==> config.mk <==
export PLATFORM = sky130hd
export DESIGN_NAME = conv_result_reader
export DESIGN_NICKNAME = d
export VERILOG_FILES = /design/src/rtl/conv_result_reader.sv
export SDC_FILE = /design/constraint.sdc
export NUM_CORES = 1
export LEC_CHECK = 0
export CAP_MARGIN = 15
export CORE_MARGIN = 8
export CORE_UTILIZATION = 56
export DETAILED_ROUTE_END_ITERATION = 8
export PLACE_DENSITY = 0.9
export SLEW_MARGIN = 30
export SYNTH_ARGS = -nofsm -noshare
export SYNTH_HDL_FRONTEND = slang
export SYNTH_SLANG_ARGS = --single-unit
==> constraint.sdc <==
create_clock -name clk -period 30.1 [get_ports clk]
set_input_delay 4.515 -clock clk [delete_from_list [all_inputs] [get_ports clk]]
set_output_delay 4.515 -clock clk [all_outputs]
set_load 0.01 [all_outputs]
==> src/rtl/conv_result_reader.sv <==
// Streams a latched convolution result grid out one element per handshake, row-major.
// Reports element position, last-element flag, rejection pulses and stream counters.
module conv_result_reader #(
   parameter int ELEM_W = 16,
   parameter int GRID   = 5
) (
   input  logic                          clk,
   input  logic                          reset,
   input  logic                          start,
   input  logic [2:0]                    res_m,
   input  logic [2:0]                    res_n,
   input  logic [GRID*GRID*ELEM_W-1:0]   res_data,
   input  logic                          res_valid,
   input  logic                          dim_error,
   input  logic                          elem_ready,
   output logic                          elem_valid,
   output logic [ELEM_W-1:0]             elem_data,
   output logic [2:0]                    elem_row,
   output logic [2:0]                    elem_col,
   output logic                          elem_last,
   output logic                          busy,
   output logic                          done,
   output logic                          err,
   output logic [4:0]                    elem_count,
   output logic [9:0]                    cycle_count
);

   localparam int          BUS_W  = GRID * GRID * ELEM_W;
   localparam logic [2:0]  GRID_L = 3'(GRID);

   typedef enum logic [1:0] {
      IDLE = 2'd0,
      SEND = 2'd1,
      DONE = 2'd2
   } state_t;

   state_t              state_q;
   logic [BUS_W-1:0]    data_q;
   logic [2:0]          m_q;
   logic [2:0]          n_q;
   logic [2:0]          row_q;
   logic [2:0]          col_q;
   logic [2:0]          row_d;
   logic [2:0]          col_d;
   logic                valid_q;
   logic [ELEM_W-1:0]   elem_q;
   logic                last_q;
   logic                busy_q;
   logic                done_q;
   logic                err_q;
   logic [4:0]          count_q;
   logic [9:0]          cycles_q;
   logic                accept_s;
   logic                next_last_s;

   function automatic logic [ELEM_W-1:0] get_elem(input logic [BUS_W-1:0] d,
                                                  input logic [2:0] r,
                                                  input logic [2:0] c);
      int idx;
      idx = int'(r) * GRID + int'(c);
      return d[idx*ELEM_W +: ELEM_W];
   endfunction

   assign accept_s = start && res_valid && !dim_error &&
                     (res_m >= 3'd1) && (res_m <= GRID_L) &&
                     (res_n >= 3'd1) && (res_n <= GRID_L);

   // Row-major advance of the read pointer after an accepted element.
   always_comb begin
      row_d = row_q;
      col_d = col_q;
      if (col_q == n_q - 3'd1) begin
         col_d = 3'd0;
         row_d = row_q + 3'd1;
      end else begin
         col_d = col_q + 3'd1;
      end
   end

   assign next_last_s = (row_d == m_q - 3'd1) && (col_d == n_q - 3'd1);

   always_ff @(posedge clk or posedge reset) begin
      if (reset) begin
         state_q  <= IDLE;
         data_q   <= '0;
         m_q      <= 3'd0;
         n_q      <= 3'd0;
         row_q    <= 3'd0;
         col_q    <= 3'd0;
         valid_q  <= 1'b0;
         elem_q   <= '0;
         last_q   <= 1'b0;
         busy_q   <= 1'b0;
         done_q   <= 1'b0;
         err_q    <= 1'b0;
         count_q  <= 5'd0;
         cycles_q <= 10'd0;
      end else begin
         done_q <= 1'b0;
         err_q  <= 1'b0;
         case (state_q)
            IDLE: begin
               if (start && accept_s) begin
                  data_q   <= res_data;
                  m_q      <= res_m;
                  n_q      <= res_n;
                  row_q    <= 3'd0;
                  col_q    <= 3'd0;
                  elem_q   <= res_data[ELEM_W-1:0];
                  last_q   <= (res_m == 3'd1) && (res_n == 3'd1);
                  valid_q  <= 1'b1;
                  busy_q   <= 1'b1;
                  count_q  <= 5'd0;
                  cycles_q <= 10'd0;
                  state_q  <= SEND;
               end else if (start) begin
                  err_q <= 1'b1;
               end else begin
                  valid_q <= 1'b0;
               end
            end
            SEND: begin
               if (cycles_q != 10'd1023) begin
                  cycles_q <= cycles_q + 10'd1;
               end
               if (elem_ready) begin
                  count_q <= count_q + 5'd1;
                  if (last_q) begin
                     valid_q <= 1'b0;
                     last_q  <= 1'b0;
                     done_q  <= 1'b1;
                     state_q <= DONE;
                  end else begin
                     row_q  <= row_d;
                     col_q  <= col_d;
                     elem_q <= get_elem(data_q, row_d, col_d);
                     last_q <= next_last_s;
                  end
               end
            end
            DONE: begin
               busy_q  <= 1'b0;
               state_q <= IDLE;
            end
            default: begin
               valid_q <= 1'b0;
               busy_q  <= 1'b0;
               state_q <= IDLE;
            end
         endcase
      end
   end

   assign elem_valid  = valid_q;
   assign elem_data   = elem_q;
   assign elem_row    = row_q;
   assign elem_col    = col_q;
   assign elem_last   = last_q;
   assign busy        = busy_q;
   assign done        = done_q;
   assign err         = err_q;
   assign elem_count  = count_q;
   assign cycle_count = cycles_q;

endmodule

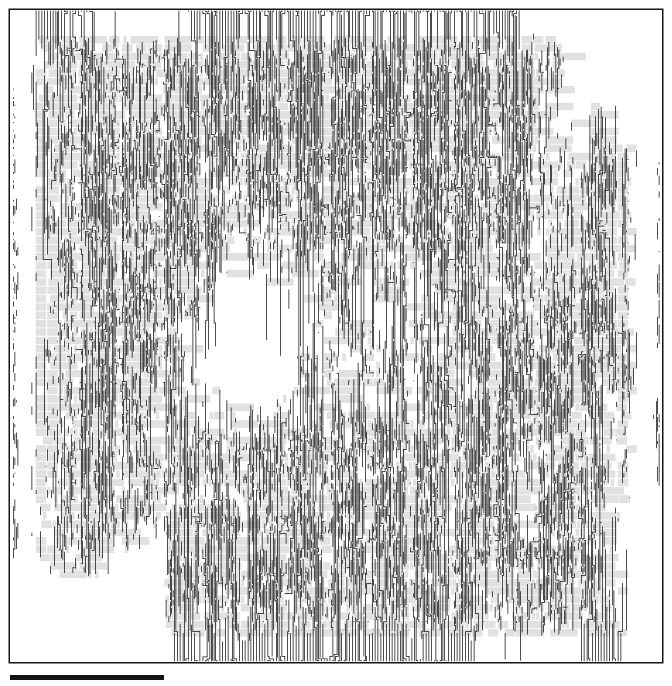
**Above:** metal 2.
Scale bar: 50 um.
nets with wire on the layer	2869
share of all routed wire	47%
GR Util met2: 53.3%
Via Count: 20662
WL final: 76200 um

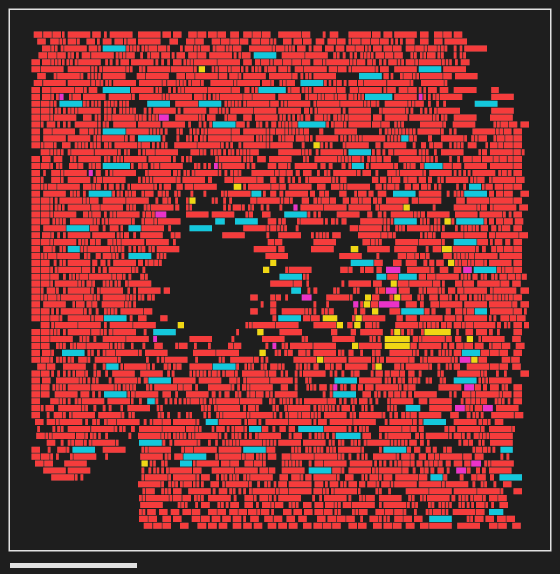
**Above:** drive-strength map.
Scale bar: 50 um.
size	colour	cells	share	most used
_0 and _1 cells	red	2909	96%	nand2_1
_6 and larger	cyan	76	2.5%	clkbuf_16
_3 and _4 cells	yellow	33	1.1%	buf_4
_2 cells	magenta	22	0.72%	clkinv_2
Non-clk bufs: 483
final setup margin: 21560 ps
synth-to-layout area growth: 30.1%
Finished Cell Area: 28100 um2

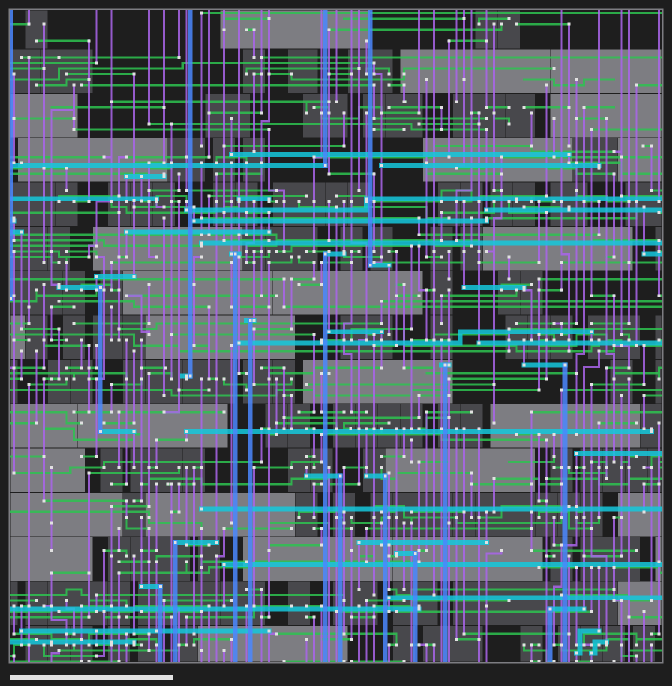
**Above:** layout detail.
Scale bar: 10 um. Region (86, 44) to (126, 84) um. Cells in grey, sequential cells in the stronger grey; small squares are vias.
layer	colour
metal 1	green
metal 4	blue
metal 3	cyan
metal 2	purple
netlist names of flops here include	data_q (22)
sequential cells in the window	22
cells with their middle in the window	145
most frequent	nand2_1 (90), dfrtp_1 (22), mux2i_1 (5)

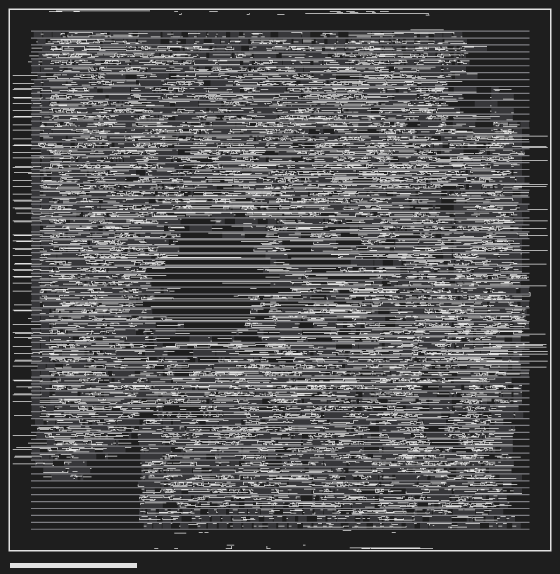
**Above:** signal wires on met1.
Scale bar: 50 um. Supply wires on this layer in grey.
wire length on this layer	28.4 mm
main direction	horizontal
met1 Use GR: 41.5%

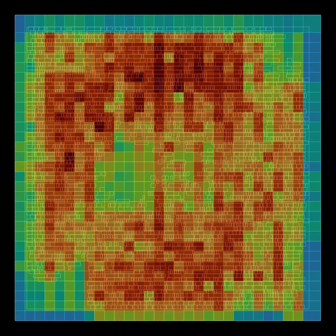
**Above:** routing congestion.
Overall Global Routing Usage: 33.3%
drt wl/cell: 21.3 um

==> flow_summary.json <==
{
  "status": "completed",
  "yosysWarnings": 0,
  "combPwrFrac_pct": 56.4,
  "synthArstFlopShare_pct": 100,
  "antenna_cells": 14,
  "mostFrequentLayoutCells": "1447 x nand2_1, 453 x clkdlybuf4s50_1, 449 x dfrtp_1",
  "log.warning_count": 44,
  "synthTopCellsByCount": "1448 x nand2_1, 450 x dfrtp_1, 147 x clkbuf_1",
  "crit_path_start_kind": "primary input",
  "worstSetupEndpointType": "register",
  "power.switching_mw": 1.89,
  "period_used_pct": 28.4,
  "htreeDepth": 2,
  "dp_cells": 3471,
  "area_leaders": "dfrtp_1 52%, nand2_1 25%, mux2i_1 4.8%, clkbuf_1 2.6%, a21oi_1 1.7%",
  "crit-reg2reg-launch": "n_q[0]$_DFFE_PP0P_",
  "clockRootBuffer": "clkbuf_16",
  "total_power_mw": 3.86,
  "cellInternalPower_mw": 1.97,
  "min_from": "data_q[355]$_DFFE_PP0P_",
  "synth_top_area_share_pct": 52.2,
  "grt_overflow": 0,
  "inv_count": 13,
  "lay_top_count": "nand2_1",
  "clk_pin_slew_ps": 60,
  "finalSetupViolCount": 0,
  "final_cells": 3572,
  "rrSetupSlack_ps": 23950,
  "crit_type": "primary input to register",
  "drt-met1-wl_um": 28400,
  "pg_seq_mw": 1.07,
  "powerDensity_nw_per_um2": 138,
  "ys_seq_elements": 450,
  "finalNetCount": 3430,
  "grt_start_max_net_pins": 252,
  "port-buffer-count": 453,
  "cp_common_cell": "nand2_1",
  "p_seq_share_pct": 27.8,
  "maxPowerGroup": "combinational logic",
  "fmax_mhz": 117,
  "hp-class": "register to register",
  "fin_skew_ps": 19.2,
  "ys_sh_simple_pct": 29.4,
  "slew_headroom_pct": 22.1,
  "finalHoldViolations": 0,
  "cts_buffers": 46,
  "pwr-share-clk_pct": 15.8,
  "clock-sinks": 450,
  "yosysUniqueCellTypes": 58,
  "logic_gates": 2009,
  "logic_family": "simple AND/OR/NAND/NOR gates",
  "comb_share_pct": 34.2,
  "flop_area_um2": 11300,
  "min_delay_path_depth": 2,
  "drive_gt1_share_pct": 4.31,
  "antenna_found_initial": 14,
  "ys_chip_area_um2": 21600,
  "gp_congestion": 0.913,
  "critical_path.cell_chain": "clkdlybuf4s50_1, a22oi_1, nand4_1, o21ai_0, nand3_2, nor2_4, buf_4, buf_12, buf_16, nand2_1, nand2_1",
  "max_flop_register": "data_q",
  "fillCellCount": 2708,
  "drv_slew": 0,
  "power_leakage_nw": 13.9,
  "maxUsedRoutingLayer": "met5",
  "rsz0062_at_grt": "false",
  "seq_cells": 450,
  "route.met3.wl_um": 7060,
  "top_area_cell": "dfrtp_1",
  "drt_iter0_drc": 2500,
  "cp.depth": 11,
  "rows": 72,
  "largest_reg_flops": 400,
  "grtUsageMet3_pct": 6.72,
  "crit_start": "res_m[2]",
  "die_area_um2": 45100,
  "edf_count": 0,
  "worstPathRequired_ps": 30630,
  "clock_latency_ps": 590,
  "top_usage_layer": "met2",
  "syn-num-nets": 3069,
  "cp_data_arrival_time_ps": 9070,
  "holdPathEnd": "data_q[355]$_DFFE_PP0P_",
  "maxCapViolations": 0,
  "post_cts_buffers": 0,
  "clkCellAreaFrac_pct": 5.78,
  "period_minus_slack_ps": 8540,
  "cts_hold_buf": 0,
  "cp_num_buf_inv": 4,
  "reg2reg_to": "elem_data[8]$_DFFE_PP0P_",
  "post-route-drc-count": 0,
  "cts-resized-gates": 0,
  "routed-wl-met2_um": 36000,
  "clk_path_buf_depth": 3,
  "vdd_drop_max_mv": 0.177,
  "crit_fanout": 161,
  "drtAntennaViolNets": 0,
  "r2r_cells": 13,
  "power_clock_uw": 612,
  "crit_end": "data_q[198]$_DFFE_PP0P_",
  "grt_pass1_wl_um": 116000,
  "ys_seq_share_pct": 52.2,
  "place_area_um2": 26300,
  "slowest_stage": "nor2_4",
  "whs_ps": 472,
  "grt_pass1_vias": 20906,
  "slowest_delay_ps": 650,
  "final_util_pct": 73.2,
  "logic_area_um2": 9610,
  "post-dp-hpwl_um": 53000,
  "cp_top_family": "buffers and inverters",
  "drt_first_pass_iters": 7,
  "tightest_slew_ps": 1160,
  "n_tap_cell": 518,
  "synth_cells": 2642,
  "fp_util_pct": 56.2,
  "sw_frac_of_total_pct": 49.0,
  "dominant_cells": "flip-flops and latches",
  "ios": 454,
  "xor_share_pct": 1.29,
  "via_per_inst": 5.78,
  "syn_area_per_cell_um2": 8.17,
  "synth-compound-area-share_pct": 7.39,
  "place_ws_ps": 20830,
  "comb_cell_power_mw": 2.18,
  "syn_area_um2": 21600,
  "die_w_um": 212,
  "sh_seq_area_pct": 40.1,
  "setup_tns_ps": 0,
  "ys_cells": 2642,
  "synthFlopType": "dfrtp_1",
  "mux_area_share_pct": 5.19,
  "die_h_um": 212,
  "final-nonclk-buf-share_pct": 17.2,
  "tritoncts": "yes",
  "adder_share_pct": 0.904,
  "core_um2": 38400,
  "n_clock_buffer": 62,
  "yosys.cell_count.top_type": "nand2_1"
}
Power is estimated from default activity; no workload was simulated.
